**src/rtl/fetch_stage_pkg.sv**
```systemverilog
// Shared processor definitions for the fetch stage: datapath width, PC step,
// FSM state encoding and the IF/ID payload layout.
package fetch_stage_pkg;

  localparam int unsigned XLEN = 16;

  localparam logic [XLEN-1:0] PC_STEP       = 16'd2;
  localparam logic [XLEN-1:0] PC_ALIGN_MASK = 16'hFFFE;

  localparam logic [1:0] ST_BOOT  = 2'd0;
  localparam logic [1:0] ST_FETCH = 2'd1;
  localparam logic [1:0] ST_FLUSH = 2'd2;

  typedef struct packed {
    logic [XLEN-1:0] pc;
    logic [XLEN-1:0] ir;
  } fetch_entry_t;

  // Sequential successor; the 16-bit add wraps FFFE to 0000 naturally.
  function automatic logic [XLEN-1:0] pc_inc(input logic [XLEN-1:0] pc);
    return pc + PC_STEP;
  endfunction

endpackage

```
**src/rtl/fetch_fifo.sv**
```systemverilog
// Two-entry {pc, ir} buffer between fetch and decode. Registered head, so a
// pushed entry becomes visible the cycle after the push.
module fetch_fifo
  import fetch_stage_pkg::*;
(
  input  logic         clk_i,
  input  logic         reset_i,
  input  logic         push_i,
  input  fetch_entry_t push_data_i,
  input  logic         pop_i,
  input  logic         clear_i,
  output logic [1:0]   count_o,
  output fetch_entry_t head_o
);

  fetch_entry_t mem_q [2];
  logic         wr_ptr_q, wr_ptr_d;
  logic         rd_ptr_q, rd_ptr_d;
  logic [1:0]   count_q, count_d;
  logic         empty, full;
  logic         push_ok, pop_ok;

  assign empty   = (count_q == 2'd0);
  assign full    = (count_q == 2'd2);
  assign pop_ok  = pop_i && !empty;
  // A full buffer may still take a push when the head leaves in the same cycle.
  assign push_ok = push_i && (!full || pop_ok);

  always_comb begin
    wr_ptr_d = wr_ptr_q;
    rd_ptr_d = rd_ptr_q;
    count_d  = count_q;
    if (clear_i) begin
      wr_ptr_d = 1'b0;
      rd_ptr_d = 1'b0;
      count_d  = 2'd0;
    end else begin
      if (push_ok) wr_ptr_d = ~wr_ptr_q;
      if (pop_ok)  rd_ptr_d = ~rd_ptr_q;
      count_d = count_q + {1'b0, push_ok} - {1'b0, pop_ok};
    end
  end

  always_ff @(posedge clk_i or posedge reset_i) begin
    if (reset_i) begin
      mem_q[0] <= '0;
      mem_q[1] <= '0;
      wr_ptr_q <= 1'b0;
      rd_ptr_q <= 1'b0;
      count_q  <= 2'd0;
    end else begin
      wr_ptr_q <= wr_ptr_d;
      rd_ptr_q <= rd_ptr_d;
      count_q  <= count_d;
      if (push_ok && !clear_i) mem_q[wr_ptr_q] <= push_data_i;
    end
  end

  assign count_o = count_q;
  assign head_o  = mem_q[rd_ptr_q];

endmodule

```
**src/rtl/fetch_stage.sv**
```systemverilog
// Instruction fetch stage: credit-limited request issue to instruction memory,
// in-order response capture into a 2-entry IF/ID buffer, and redirect flushing.
module fetch_stage
  import fetch_stage_pkg::*;
#(
  parameter logic [XLEN-1:0] RESET_PC = 16'h0000
) (
  input  logic            clk,
  input  logic            reset,
  output logic            imem_req,
  output logic [XLEN-1:0] imem_addr,
  input  logic            imem_ready,
  input  logic            imem_rvalid,
  input  logic [XLEN-1:0] imem_rdata,
  input  logic            jump_in,
  input  logic [XLEN-1:0] new_pc_in,
  output logic            out_valid,
  input  logic            dec_ready,
  output logic [XLEN-1:0] ir_out,
  output logic [XLEN-1:0] pc_out,
  output logic [XLEN-1:0] pcp2_out
);

  logic [1:0]      state_q, state_d;
  logic [XLEN-1:0] fetch_pc_q, fetch_pc_d;
  logic [1:0]      out_cnt_q, out_cnt_d;
  logic [1:0]      drop_cnt_q, drop_cnt_d;

  logic [1:0]      fifo_count;
  fetch_entry_t    fifo_head;
  fetch_entry_t    push_data;
  logic            credit_ok, accept, rsp_seen, push, pop;
  logic [XLEN-1:0] rsp_pc;

  assign credit_ok = ({1'b0, out_cnt_q} + {1'b0, fifo_count}) < 3'd2;
  assign imem_req  = (state_q == ST_FETCH) && credit_ok && !jump_in;
  assign imem_addr = fetch_pc_q;
  assign accept    = imem_req && imem_ready;
  assign rsp_seen  = imem_rvalid && (out_cnt_q != 2'd0);

  // In FETCH every outstanding request is live and sequential up to
  // fetch_pc_q - 2, so the oldest one sits out_cnt_q steps behind fetch_pc_q.
  assign rsp_pc    = fetch_pc_q - {{(XLEN-3){1'b0}}, out_cnt_q, 1'b0};
  assign push_data = '{pc: rsp_pc, ir: imem_rdata};

  assign push      = (state_q == ST_FETCH) && rsp_seen && !jump_in;
  assign out_valid = (fifo_count != 2'd0);
  assign pop       = out_valid && dec_ready && !jump_in;

  assign out_cnt_d = out_cnt_q + {1'b0, accept} - {1'b0, rsp_seen};

  always_comb begin
    state_d    = state_q;
    fetch_pc_d = fetch_pc_q;
    drop_cnt_d = drop_cnt_q;
    if (accept) fetch_pc_d = pc_inc(fetch_pc_q);
    if (jump_in) begin
      // Everything still in flight after this cycle is stale.
      fetch_pc_d = new_pc_in & PC_ALIGN_MASK;
      drop_cnt_d = out_cnt_d;
      state_d    = (out_cnt_d != 2'd0) ? ST_FLUSH : ST_FETCH;
    end else begin
      unique case (state_q)
        ST_BOOT:  state_d = ST_FETCH;
        ST_FETCH: state_d = ST_FETCH;
        ST_FLUSH: begin
          if (rsp_seen) drop_cnt_d = drop_cnt_q - 2'd1;
          if (drop_cnt_d == 2'd0) state_d = ST_FETCH;
        end
        default:  state_d = ST_BOOT;
      endcase
    end
  end

  always_ff @(posedge clk or posedge reset) begin
    if (reset) begin
      state_q    <= ST_BOOT;
      fetch_pc_q <= RESET_PC;
      out_cnt_q  <= 2'd0;
      drop_cnt_q <= 2'd0;
    end else begin
      state_q    <= state_d;
      fetch_pc_q <= fetch_pc_d;
      out_cnt_q  <= out_cnt_d;
      drop_cnt_q <= drop_cnt_d;
    end
  end

  fetch_fifo u_fifo (
    .clk_i       (clk),
    .reset_i     (reset),
    .push_i      (push),
    .push_data_i (push_data),
    .pop_i       (pop),
    .clear_i     (jump_in),
    .count_o     (fifo_count),
    .head_o      (fifo_head)
  );

  assign ir_out   = fifo_head.ir;
  assign pc_out   = fifo_head.pc;
  assign pcp2_out = pc_inc(fifo_head.pc);

endmodule

```
**config.mk**
```make
export PLATFORM = sky130hd
export DESIGN_NAME = fetch_stage
export DESIGN_NICKNAME = d
export VERILOG_FILES = /design/src/rtl/fetch_stage_pkg.sv /design/src/rtl/fetch_fifo.sv /design/src/rtl/fetch_stage.sv
export SDC_FILE = /design/constraint.sdc
export NUM_CORES = 1
export LEC_CHECK = 0
export CAP_MARGIN = 30
export CORE_ASPECT_RATIO = 1.75
export CORE_MARGIN = 4
export CORE_UTILIZATION = 35
export DETAILED_ROUTE_END_ITERATION = 10
export SKIP_CTS_REPAIR_TIMING = 1
export SLEW_MARGIN = 20
export SYNTH_ARGS = -nofsm -noshare
export SYNTH_HDL_FRONTEND = slang
export SYNTH_SLANG_ARGS = --single-unit
```
**constraint.sdc**
```tcl
create_clock -name clk -period 4.2 [get_ports clk]
set_input_delay 0.84 -clock clk [delete_from_list [all_inputs] [get_ports clk]]
set_output_delay 0.84 -clock clk [all_outputs]
set_load 0.02 [all_outputs]
```
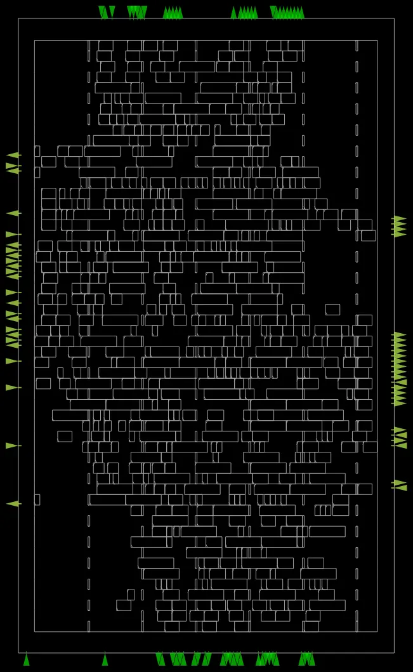
Fig. 1. Placement view.
Seq/total area: 0.3476
core area: 13450 sq um
Fillers: 1309

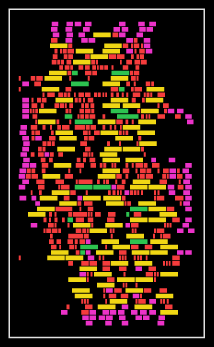
Fig. 2. Cells colored by class.
Drawn at 2 px/um.
Key: red = combinational and other logic [cells 378, share of their area 41%]; yellow = sequential cells [cells 87, share of their area 36%]; magenta = remaining buffers and delay cells [cells 109, share of their area 18%]; green = clock drivers and dummy loads [cells 16, share of their area 5.0%]

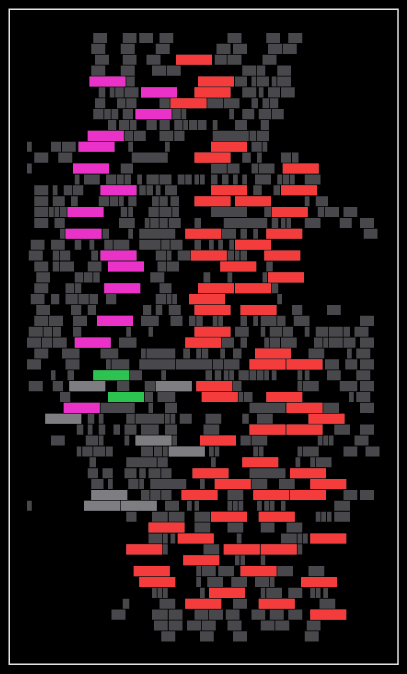
Fig. 3. Sequential cells colored by netlist name.
Drawn at 4 px/um. Other sequential cells in the stronger gray, the rest of the logic in the fainter gray.
Key: magenta = imem_addr [sequential cells 15]; red = u_fifo.mem_q [sequential cells 62]; green = out_cnt_q [sequential cells 2]
Another 8 sequential cells are not colored.
Flop area: 2177 sq um
Seq. pwr: 1.38 mW
final core area utilization: 0.4656

==> impl_metrics.env <==
# source this file to load flow results
export IMPL_setup_tns_ns=0
export IMPL_nNonClkInverters=19
export IMPL_cp_start_kind="flop"
export IMPL_grt_pass1_wl_um=19620
export IMPL_vias_per_cell=5.113
export IMPL_slew_violations=0
export IMPL_clock_path_buffers=2
export IMPL_wl_per_cell_um=15.72
export IMPL_status="complete, no violations"
export IMPL_gp_congestion=0.7668
export IMPL_ys_sh_xor=0.05259
export IMPL_diodes=0
export IMPL_grt_pass1_vias=3922
export IMPL_nClkBuffers=9
export IMPL_die_size_x_um=96.80
export IMPL_grt_usage=0.1524
export IMPL_ys_warn_count=0
export IMPL_synthSimpleGateAreaFrac=0.2047
export IMPL_buffers=109
export IMPL_fmax_mhz=276.6
export IMPL_drtPass1Iterations=4
export IMPL_synth_seq_cells=87
export IMPL_rsz0062_at_grt="no"
export IMPL_clkLatencyLatePin_ns=0.34
export IMPL_maxCapViolations=0
export IMPL_most_common_cell="dfrtp_1"
export IMPL_min_path_type="reg -> reg"
export IMPL_largest_class="logic gates"
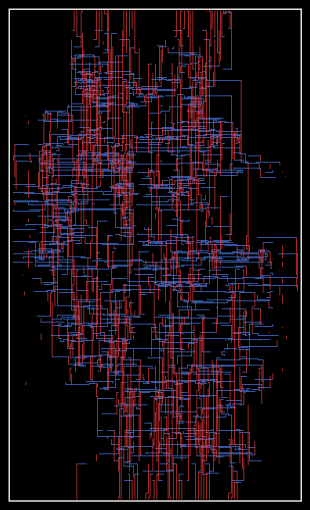
Fig. 4. Metal layers overlaid.
Drawn at 3 px/um. Only two layers are drawn.
Key: blue = metal 1 [wire length 4830 um]; red = metal 2 [wire length 6600 um]

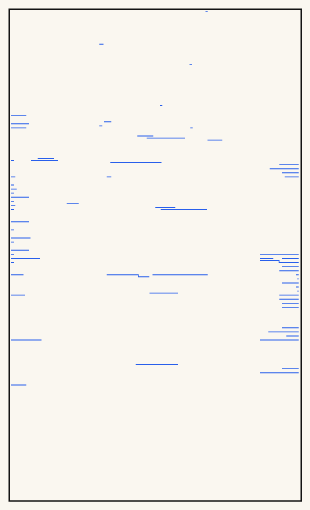
Fig. 5. M3 wires.
Drawn at 3 px/um.
59 nets have wire on it. The layer holds 3.1% of the routed length. The longest straight run is 18.2 um.
DRT Wirelength: 12010 um
DR vias: 3906

[metal layers]
metal | routed length (um) | global-route usage | vias to the layer above | part of all wire
met2 | 6598 | 0.2849 | 85 | 0.55
met4 | 206 | 0.05879 | 0 | 0.017
met3 | 373 | 0.02009 | 12 | 0.031
met1 | 4831 | 0.1747 | 1900 | 0.40
li1 | - | - | 1909 | -
met5 | 0 | 0 | - | 0
[through the flow]
stage | std cells | hold WS (ns) | cell area [sq um]
global placement | 748 | 0.4532 | 5958
CTS | 764 | 0.4752 | 6264
detailed placement | 748 | 0.4566 | 5958
global route | 764 | 0.4947 | 6264
finish | 764 | 0.4712 | 6264
floorplan | 498 | 0.4401 | 4837
[cells in the final DEF (no fill, tap or decap), types with 3 or more instances in the layout]
| cell type | n |
|---|---|
| clkbuf_16 | 9 |
| dfrtp_1 | 87 |
| a21oi_1 | 18 |
| nand2_1 | 81 |
| nor2b_1 | 4 |
| nor2_1 | 28 |
| inv_1 | 17 |
| or2_2 | 3 |
| mux2_2 | 44 |
| o21ai_0 | 18 |
| nand4b_1 | 3 |
| xor2_1 | 4 |
| and3_1 | 3 |
| a22oi_1 | 3 |
| xnor2_1 | 25 |
| mux2i_1 | 5 |
| or3_1 | 4 |
| conb_1 | 3 |
| and2_1 | 3 |
| nand4_1 | 8 |
| nor3b_1 | 4 |
| a221o_1 | 6 |
| nor3_1 | 9 |
| or4_1 | 8 |
| nor4_1 | 6 |
| nand3_1 | 15 |
| buf_4 | 10 |
| ha_1 | 8 |
| a31oi_1 | 8 |
| a21o_1 | 3 |
| a21boi_0 | 4 |
| nand2b_1 | 3 |
| clkdlybuf4s50_1 | 99 |
[worst paths after layout]
check / start / endpoint / slack, ns / cells after the start
max in group asynchronous: reset / u_fifo.mem_q[24]$_DFFE_PP0P_ / 2.49 / 3
max: u_fifo.rd_ptr_q$_DFFE_PP0P_ / pcp2_out[14] / 0.58 / 6
min in group asynchronous: reset / u_fifo.mem_q[15]$_DFFE_PP0P_ / 0.89 / 2
max reg2reg: u_fifo.count_o[0]$_DFF_PP0_ / state_q[1]$_DFFE_PP0P_ / 1.02 / 12
min: u_fifo.mem_q[0]$_DFFE_PP0P_ / u_fifo.mem_q[0]$_DFFE_PP0P_ / 0.47 / 2
min reg2reg: u_fifo.mem_q[0]$_DFFE_PP0P_ / u_fifo.mem_q[0]$_DFFE_PP0P_ / 0.47 / 2
[sequential cells by signal, summed over array words and instances, names as in the netlist]
name,flops
drop_cnt_q,2
imem_addr,15
out_cnt_q,2
state_q,2
u_fifo.count_o,2
u_fifo.mem_q,62
u_fifo.rd_ptr_q,1
u_fifo.wr_ptr_q,1
[critical path: stages, from the launching register on]
cell,delay [ns]
dfrtp_1,0.46
buf_4,0.33
nand4_1,0.16
a22oi_1,0.51
nand3_1,0.17
xnor2_1,0.17
clkdlybuf4s50_1,0.63
[power groups by stage]
stage,clock network (mW),logic [mW],registers [mW]
floorplan,0,1.42,1.32
global placement,0,2.25,1.37
detailed placement,0,2.28,1.40
CTS,0.832,2.29,1.38
global route,0.865,2.43,1.43
finish,0.810,2.26,1.38
Power is estimated from default activity; no workload was simulated.
